### src/rtl/mc_pkg.sv
// Shared memory-controller port definitions: field widths and the location of the
// requester tag carried in the top bits of the load rdctl field.
package mc_pkg;

  localparam int MC_VADR_W  = 48;
  localparam int MC_WRD_W   = 64;
  localparam int MC_RDCTL_W = 32;

  function automatic int mc_tag_lsb(input int id_w);
    return MC_RDCTL_W - id_w;
  endfunction

  function automatic logic [MC_WRD_W-1:0] mc_tag_mask(input int id_w);
    return ((MC_WRD_W'(1) << id_w) - MC_WRD_W'(1)) << mc_tag_lsb(id_w);
  endfunction

endpackage

### src/rtl/mc_rr_arbiter.sv
// Round-robin arbiter: first eligible requester at or above the pointer, with wrap;
// the pointer moves past the winner whenever a grant is issued.
module mc_rr_arbiter #(
  parameter int PORTS    = 2,
  parameter int ID_WIDTH = 1
) (
  input  logic                clk,
  input  logic                rst,
  input  logic [PORTS-1:0]    elig,
  output logic [PORTS-1:0]    grant,
  output logic [ID_WIDTH-1:0] grant_idx,
  output logic                grant_vld
);

  logic [ID_WIDTH-1:0] rr;
  logic [2*PORTS-1:0]  rot;

  assign rot = {elig, elig} >> rr;

  always_comb begin
    grant_vld = 1'b0;
    grant_idx = '0;
    for (int k = 0; k < PORTS; k++) begin
      if (!grant_vld && rot[k]) begin
        grant_vld = 1'b1;
        grant_idx = ID_WIDTH'((int'(rr) + k) % PORTS);
      end
    end
    grant = grant_vld ? (PORTS'(1) << grant_idx) : '0;
  end

  always_ff @(posedge clk or negedge rst) begin
    if (!rst) begin
      rr <= '0;
    end else if (grant_vld) begin
      rr <= (grant_idx == ID_WIDTH'(PORTS - 1)) ? '0 : grant_idx + ID_WIDTH'(1);
    end
  end

endmodule

### src/rtl/mc_port_arbiter.sv
// Shares one memory-controller port among PORTS requesters, tagging loads and routing
// responses by tag. MC_PORT_ARB_OUT_REG_EN adds a one-entry request output register.
module mc_port_arbiter
  import mc_pkg::*;
#(
  parameter int PORTS           = 2,
  parameter int ID_WIDTH        = 1,
  parameter int MAX_OUTSTANDING = 16
) (
  input  logic                        clk,
  input  logic                        rst,
  input  logic [PORTS-1:0]            rq_ld,
  input  logic [PORTS-1:0]            rq_st,
  input  logic [PORTS*MC_VADR_W-1:0]  rq_vadr,
  input  logic [PORTS*MC_WRD_W-1:0]   rq_wrd_rdctl,
  output logic [PORTS-1:0]            rq_stall,
  output logic [PORTS-1:0]            rs_push,
  output logic [MC_RDCTL_W-1:0]       rs_rdctl,
  output logic [MC_WRD_W-1:0]         rs_data,
  input  logic [PORTS-1:0]            rs_stall,
  output logic                        mc_req_ld,
  output logic                        mc_req_st,
  output logic [MC_VADR_W-1:0]        mc_req_vadr,
  output logic [MC_WRD_W-1:0]         mc_req_wrd_rdctl,
  input  logic                        mc_req_stall,
  input  logic                        mc_rsp_push,
  input  logic [MC_RDCTL_W-1:0]       mc_rsp_rdctl,
  input  logic [MC_WRD_W-1:0]         mc_rsp_data,
  output logic                        mc_rsp_stall
);

  localparam int                    TAG_LSB    = mc_tag_lsb(ID_WIDTH);
  localparam logic [MC_WRD_W-1:0]   TAG_MASK   = mc_tag_mask(ID_WIDTH);
  localparam logic [MC_RDCTL_W-1:0] RDCTL_MASK = TAG_MASK[MC_RDCTL_W-1:0];
  localparam logic [7:0]            MAX_CNT    = 8'(MAX_OUTSTANDING);

  logic [7:0]           cnt [PORTS];
  logic [PORTS-1:0]     elig;
  logic [PORTS-1:0]     elig_m;
  logic [PORTS-1:0]     grant;
  logic [ID_WIDTH-1:0]  grant_idx;
  logic                 grant_vld;
  logic                 slot_free;
  logic                 sel_ld;
  logic                 sel_st;
  logic [MC_VADR_W-1:0] sel_vadr;
  logic [MC_WRD_W-1:0]  sel_wrd;
  logic [PORTS-1:0]     cnt_inc;
  logic [PORTS-1:0]     cnt_dec;
  logic [ID_WIDTH-1:0]  rsp_tag;

  always_comb begin
    for (int i = 0; i < PORTS; i++) begin
      elig[i] = (rq_ld[i] | rq_st[i]) & ~(rq_ld[i] & (cnt[i] == MAX_CNT));
    end
  end

  assign elig_m = slot_free ? elig : '0;

  mc_rr_arbiter #(
    .PORTS    (PORTS),
    .ID_WIDTH (ID_WIDTH)
  ) u_rr (
    .clk       (clk),
    .rst       (rst),
    .elig      (elig_m),
    .grant     (grant),
    .grant_idx (grant_idx),
    .grant_vld (grant_vld)
  );

  assign rq_stall = ~grant;

  // A load wins over a simultaneous store on the same port; loads carry the port tag.
  always_comb begin
    sel_ld   = 1'b0;
    sel_st   = 1'b0;
    sel_vadr = '0;
    sel_wrd  = '0;
    for (int i = 0; i < PORTS; i++) begin
      if (grant[i]) begin
        sel_ld   = rq_ld[i];
        sel_st   = rq_st[i] & ~rq_ld[i];
        sel_vadr = rq_vadr[MC_VADR_W*i +: MC_VADR_W];
        sel_wrd  = rq_wrd_rdctl[MC_WRD_W*i +: MC_WRD_W];
      end
    end
    if (sel_ld) begin
      sel_wrd = (sel_wrd & ~TAG_MASK) | (MC_WRD_W'(grant_idx) << TAG_LSB);
    end
  end

  assign rsp_tag = mc_rsp_rdctl[MC_RDCTL_W-1 -: ID_WIDTH];
  assign cnt_inc = grant & {PORTS{sel_ld}};
  assign cnt_dec = mc_rsp_push ? (PORTS'(1) << rsp_tag) : '0;

  always_ff @(posedge clk or negedge rst) begin
    if (!rst) begin
      for (int i = 0; i < PORTS; i++) cnt[i] <= 8'd0;
    end else begin
      for (int i = 0; i < PORTS; i++) begin
        if (cnt_inc[i] && !cnt_dec[i]) begin
          cnt[i] <= cnt[i] + 8'd1;
        end else if (cnt_dec[i] && !cnt_inc[i] && (cnt[i] != 8'd0)) begin
          cnt[i] <= cnt[i] - 8'd1;
        end
      end
    end
  end

`ifdef MC_PORT_ARB_OUT_REG_EN
  logic                 req_ld_p1;
  logic                 req_st_p1;
  logic [MC_VADR_W-1:0] req_vadr_p1;
  logic [MC_WRD_W-1:0]  req_wrd_p1;

  assign slot_free = rst & (~(req_ld_p1 | req_st_p1) | ~mc_req_stall);

  // Request stage p1: one-entry register, held while the controller stalls.
  always_ff @(posedge clk or negedge rst) begin
    if (!rst) begin
      req_ld_p1   <= 1'b0;
      req_st_p1   <= 1'b0;
      req_vadr_p1 <= '0;
      req_wrd_p1  <= '0;
    end else if (grant_vld) begin
      req_ld_p1   <= sel_ld;
      req_st_p1   <= sel_st;
      req_vadr_p1 <= sel_vadr;
      req_wrd_p1  <= sel_wrd;
    end else if (!mc_req_stall) begin
      req_ld_p1   <= 1'b0;
      req_st_p1   <= 1'b0;
    end
  end

  assign mc_req_ld        = req_ld_p1;
  assign mc_req_st        = req_st_p1;
  assign mc_req_vadr      = req_vadr_p1;
  assign mc_req_wrd_rdctl = req_wrd_p1;
`else
  assign slot_free        = rst & ~mc_req_stall;
  assign mc_req_ld        = sel_ld;
  assign mc_req_st        = sel_st;
  assign mc_req_vadr      = sel_vadr;
  assign mc_req_wrd_rdctl = sel_wrd;
`endif

  logic [PORTS-1:0]      rsp_vld_p1;
  logic [MC_RDCTL_W-1:0] rsp_rdctl_p1;
  logic [MC_WRD_W-1:0]   rsp_data_p1;
  logic                  rsp_stall_p1;

  // Response stage p1: route by tag and strip it; no buffering behind it.
  always_ff @(posedge clk or negedge rst) begin
    if (!rst) begin
      rsp_vld_p1   <= '0;
      rsp_rdctl_p1 <= '0;
      rsp_data_p1  <= '0;
      rsp_stall_p1 <= 1'b0;
    end else begin
      rsp_vld_p1   <= cnt_dec;
      rsp_stall_p1 <= |rs_stall;
      if (mc_rsp_push) begin
        rsp_rdctl_p1 <= mc_rsp_rdctl & ~RDCTL_MASK;
        rsp_data_p1  <= mc_rsp_data;
      end
    end
  end

  assign rs_push      = rsp_vld_p1;
  assign rs_rdctl     = rsp_rdctl_p1;
  assign rs_data      = rsp_data_p1;
  assign mc_rsp_stall = rsp_stall_p1;

`ifndef SYNTHESIS
  always_ff @(posedge clk) begin
    if (rst) begin
      assert (!(|(rq_ld & rq_st)))
        else $error("mc_port_arbiter: rq_ld and rq_st both high on a port");
    end
  end
`endif

endmodule

### config.mk
export PLATFORM = sky130hd
export DESIGN_NAME = mc_port_arbiter
export DESIGN_NICKNAME = d
export VERILOG_FILES = /design/src/rtl/mc_pkg.sv /design/src/rtl/mc_rr_arbiter.sv /design/src/rtl/mc_port_arbiter.sv
export SDC_FILE = /design/constraint.sdc
export NUM_CORES = 1
export LEC_CHECK = 0
export CORE_AREA = 2 2 209 211
export CTS_BUF_LIST = sky130_fd_sc_hd__clkbuf_16
export CTS_CLUSTER_SIZE = 12
export DETAILED_ROUTE_END_ITERATION = 8
export DIE_AREA = 0 0 211 213
export DONT_BUFFER_PORTS = 1
export PLACE_DENSITY = 0.34
export SLEW_MARGIN = 40
export SYNTH_ARGS = -nofsm -noshare
export SYNTH_HDL_FRONTEND = slang
export SYNTH_SLANG_ARGS = --single-unit
### constraint.sdc
create_clock -name clk -period 4.6 [get_ports clk]
set_input_delay 1.38 -clock clk [delete_from_list [all_inputs] [get_ports clk]]
set_output_delay 1.38 -clock clk [all_outputs]
set_load 0.01 [all_outputs]
==> job_summary.md, run 1 <==
### Metrics collected by this job

| Metric | Value |
|---|---|
| Pin count of the biggest net entering global routing | 117 |
| Wire length per cell | 27.5 microns |
| Synth mux share | 20.5% |
| Clock-pin slew on the worst setup and hold paths | 60 ps |
| CP Max Fanout | 116 |
| CTS tree | built |
| Hold-fix buffers, CTS | 0 |
| RSZ-0062 raised after global routing | false |
| Clk sinks | 115 |
| Root buf cell | clkbuf_16 |
| Clock group power | 1.37 mW |
| Net count, final | 811 |
| DIE AREA | 44900 sq um |
| Seq share, synth | 48.1% |
| Drt pass-1 iters | 4 |
| Outcome | complete, no violations |
| Adder share | 3.18% |
| Total Power | 3.55 mW |
| TNS Setup | 0 ps |
| Basic Gates by Area | 3.47% |
| Synth area leader | dfrtp_1 |
| Main logic family | multiplexers |
| Final critical-path required period | 4400 ps |
| Yosys reg bits | 115 |
| Dpl cell area | 6610 sq um |
| Worst r2r path cells | 11 |
| Comb power frac | 22.8% |
| Routed met2 length | 15.2 mm |
| GP Congestion | 0.897 |
| Wire length on met1 | 9.79 mm |
| Hold Path End | cnt[7]$_DFFE_PN0P_ |
| Clock Path Buffers | 2 |
| Worst Hold Class | reg -> reg |
| Number of synthesized flops with an enable pin | 0 |
| # resized after CTS | 0 |
| R2r startpoint | cnt[8]$_DFFE_PN0P_ |
| Chip area line of the yosys report | 5980 sq um |
run 1: flip-flops by register name, indices dropped and copies added (netlist names):
register / cells
rs_rdctl: 31
rs_push: 2
u_rr.rr: 1
mc_rsp_stall: 1
rs_data: 64
cnt: 16
run 1: area by class of cell:
class / count / share of cell area (%)
antenna: 11 / 0.381
inverter: 10 / 0.519
clock buffer: 17 / 5.88
multi-input combinational: 315 / 40.5
sequential: 115 / 39.8
clock inverter: 15 / 2.30
timing repair buffer: 8 / 1.18
tap: 546 / 9.45
run 1: worst reg2reg max path, cell delays in order, from the launching register on:
cell and delay (ps):
dfrtp_1 440, nor4_2 380, nand4_1 290, a211oi_4 510, nand3_1 430, ha_1 510, nand3_1 100, o211ai_1 220
nor4_1 70, nor3_1 230, mux2_2 370, xnor2_1 120
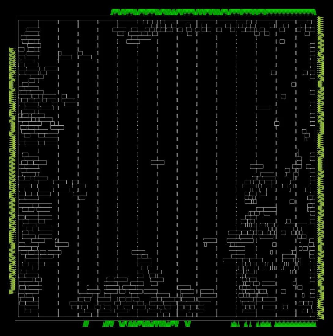
Run 1: cell placement
# rows: 76
core box area: 42700 sq um
Seq/total area: 39.8%
fillers: 4713
FFs & Latches: 115

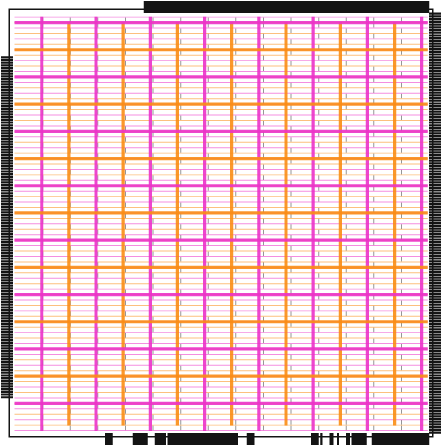
Run 1: floorplan with the power grid
Scale: 2 px per micron. Pins as bars on the die edge. Tap cells in grey.
VSS: shown in magenta. VDD: shown in orange.
15 straps on met5. 546 tap cells. 15 straps on met4. The core has 76 rows.

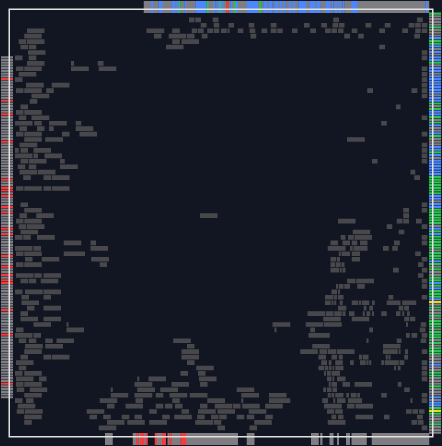
Run 1: pin placement
Scale: 2 px per micron. Pins as bars across the die edge, other pins in grey.
rq_stall: shown in yellow, pins 2, direction output, edge right. rq_vadr: shown in blue, pins 96, direction input, edge 53 top, 43 right. mc_req_wrd_rdctl: shown in green, pins 64, direction output, edge 59 right, 5 top. rs_rdctl: shown in red, pins 32, direction output, edge 20 left, 11 bottom, 1 top.
die width: 211 microns
DIE HEIGHT: 213 microns
port buffer count: 0

## Run 2: what changed since run 1
CAP_MARGIN = 5   (was not set)
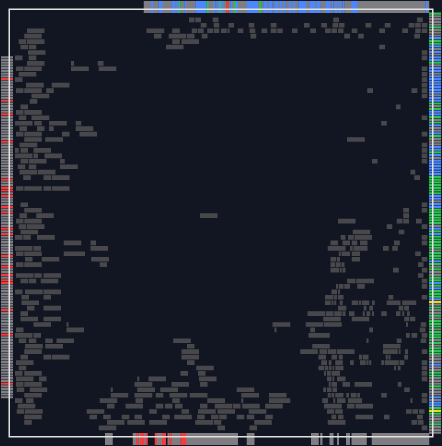
Run 2: pin placement
Scale: 2 px per micron. Pins as bars across the die edge, other pins in grey.
rq_vadr: shown in blue, pins 96, direction input, edge 53 top, 43 right. rq_stall: shown in yellow, pins 2, direction output, edge right. rs_rdctl: shown in red, pins 32, direction output, edge 20 left, 11 bottom, 1 top. mc_req_wrd_rdctl: shown in green, pins 64, direction output, edge 59 right, 5 top.
All pins by edge: 155 right, 155 top, 126 left, 109 bottom.

==> run 2 against run 1 <==
Against the previous run: area after synthesis unchanged; non-clock buffer count unchanged; first-iteration DRC count unchanged; count of clock-buffer cells in the layout unchanged; via count unchanged; fmax unchanged; design area unchanged; largest cell class unchanged; highest routed layer unchanged.
==> job_summary.md, run 2 <==
### Metrics collected by this job

| Metric | Value |
|---|---|
| Outcome | complete, no violations |
| Pin count of the biggest net entering global routing | 117 |
| Met1 Use GR | 11.7% |
| GP Congestion | 0.897 |
| Routed met2 length | 15.2 mm |
| Hold Path End | cnt[7]$_DFFE_PN0P_ |
| R2r startpoint | cnt[8]$_DFFE_PN0P_ |
| Fillers | 4713 |
| Yosys reg bits | 115 |
| Layout cells sized above 1 | 30.0% |
| Basic Gates by Area | 3.47% |
| RSZ-0062 raised after global routing | false |
| CTS tree | built |
| Main logic family | multiplexers |
| Comb power frac | 22.8% |
| Drt pass-1 iters | 4 |
| # rows | 76 |
| TNS Setup | 0 ps |
| Root buf cell | clkbuf_16 |
| Final critical-path required period | 4400 ps |
| Synth mux share | 20.5% |
| DIE AREA | 44900 sq um |
| M2 GR Usage | 21.7% |
| Worst Hold Class | reg -> reg |
| Wire length on met1 | 9.79 mm |
| Worst r2r path cells | 11 |
| Die width | 211 microns |
| CP Max Fanout | 116 |
| Net count, final | 811 |
| Clock group power | 1.37 mW |
| Clock Path Buffers | 2 |
| Seq share, synth | 48.1% |
| Number of synthesized flops with an enable pin | 0 |
| Wire length per cell | 27.5 microns |
| DIE HEIGHT | 213 microns |
| Dpl cell area | 6610 sq um |
| Clock-pin slew on the worst setup and hold paths | 60 ps |
| # resized after CTS | 0 |
| Core box area | 42700 sq um |
| Flip-flop count of the largest register after layout | 64 |
| Clk sinks | 115 |
| Adder share | 3.18% |
| Port buffer count | 0 |
| Synth-to-Final Area Change | 20.8% |
| Chip area line of the yosys report | 5980 sq um |
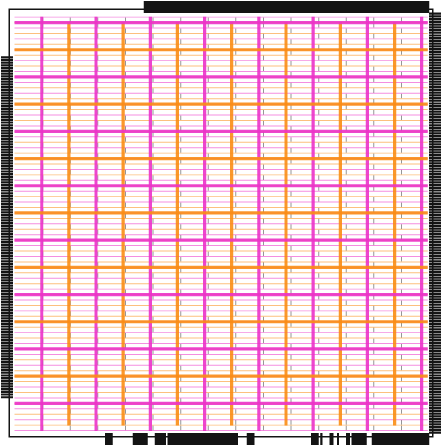
Run 2: floorplan with the power grid
Scale: 2 px per micron. Pins as bars on the die edge. Tap cells in grey.
VDD: shown in orange. VSS: shown in magenta.
77 met1 rails follow the rows. 546 tap cells.

[run 2: cell counts after synthesis]
Identical to the previous run, type by type.
[run 2: layout make-up]
type                    count  share of cell area (%)
multi-input cells         315                    40.5
clock inverters            15                    2.30
flip-flops and latches    115                    39.8
inverters                  10                   0.519
diodes                     11                   0.381
repair buffers              8                    1.18
clock buffers              17                    5.88
well taps                 546                    9.45
[run 2: cell families after synthesis]
logic type	count (synthesis)
other	1
muxes	109
and+or+nand+nor	39
buffers and inverters	47
AOI/OAI and AO/OA	138
adders and majority gates	14
xor gates and xnor gates	14
DFF	115
[run 2: stage by stage]
stage / utilization [%] / power (mW)
2_1_floorplan: - / 2.03
3_3_place_gp: 15.5 / 2.18
3_5_place_dp: 15.5 / 2.20
4_1_cts: 16.9 / 3.61
5_1_grt: 16.9 / 3.78
6_report: 16.9 / 3.55
Power is estimated from default activity; no workload was simulated.
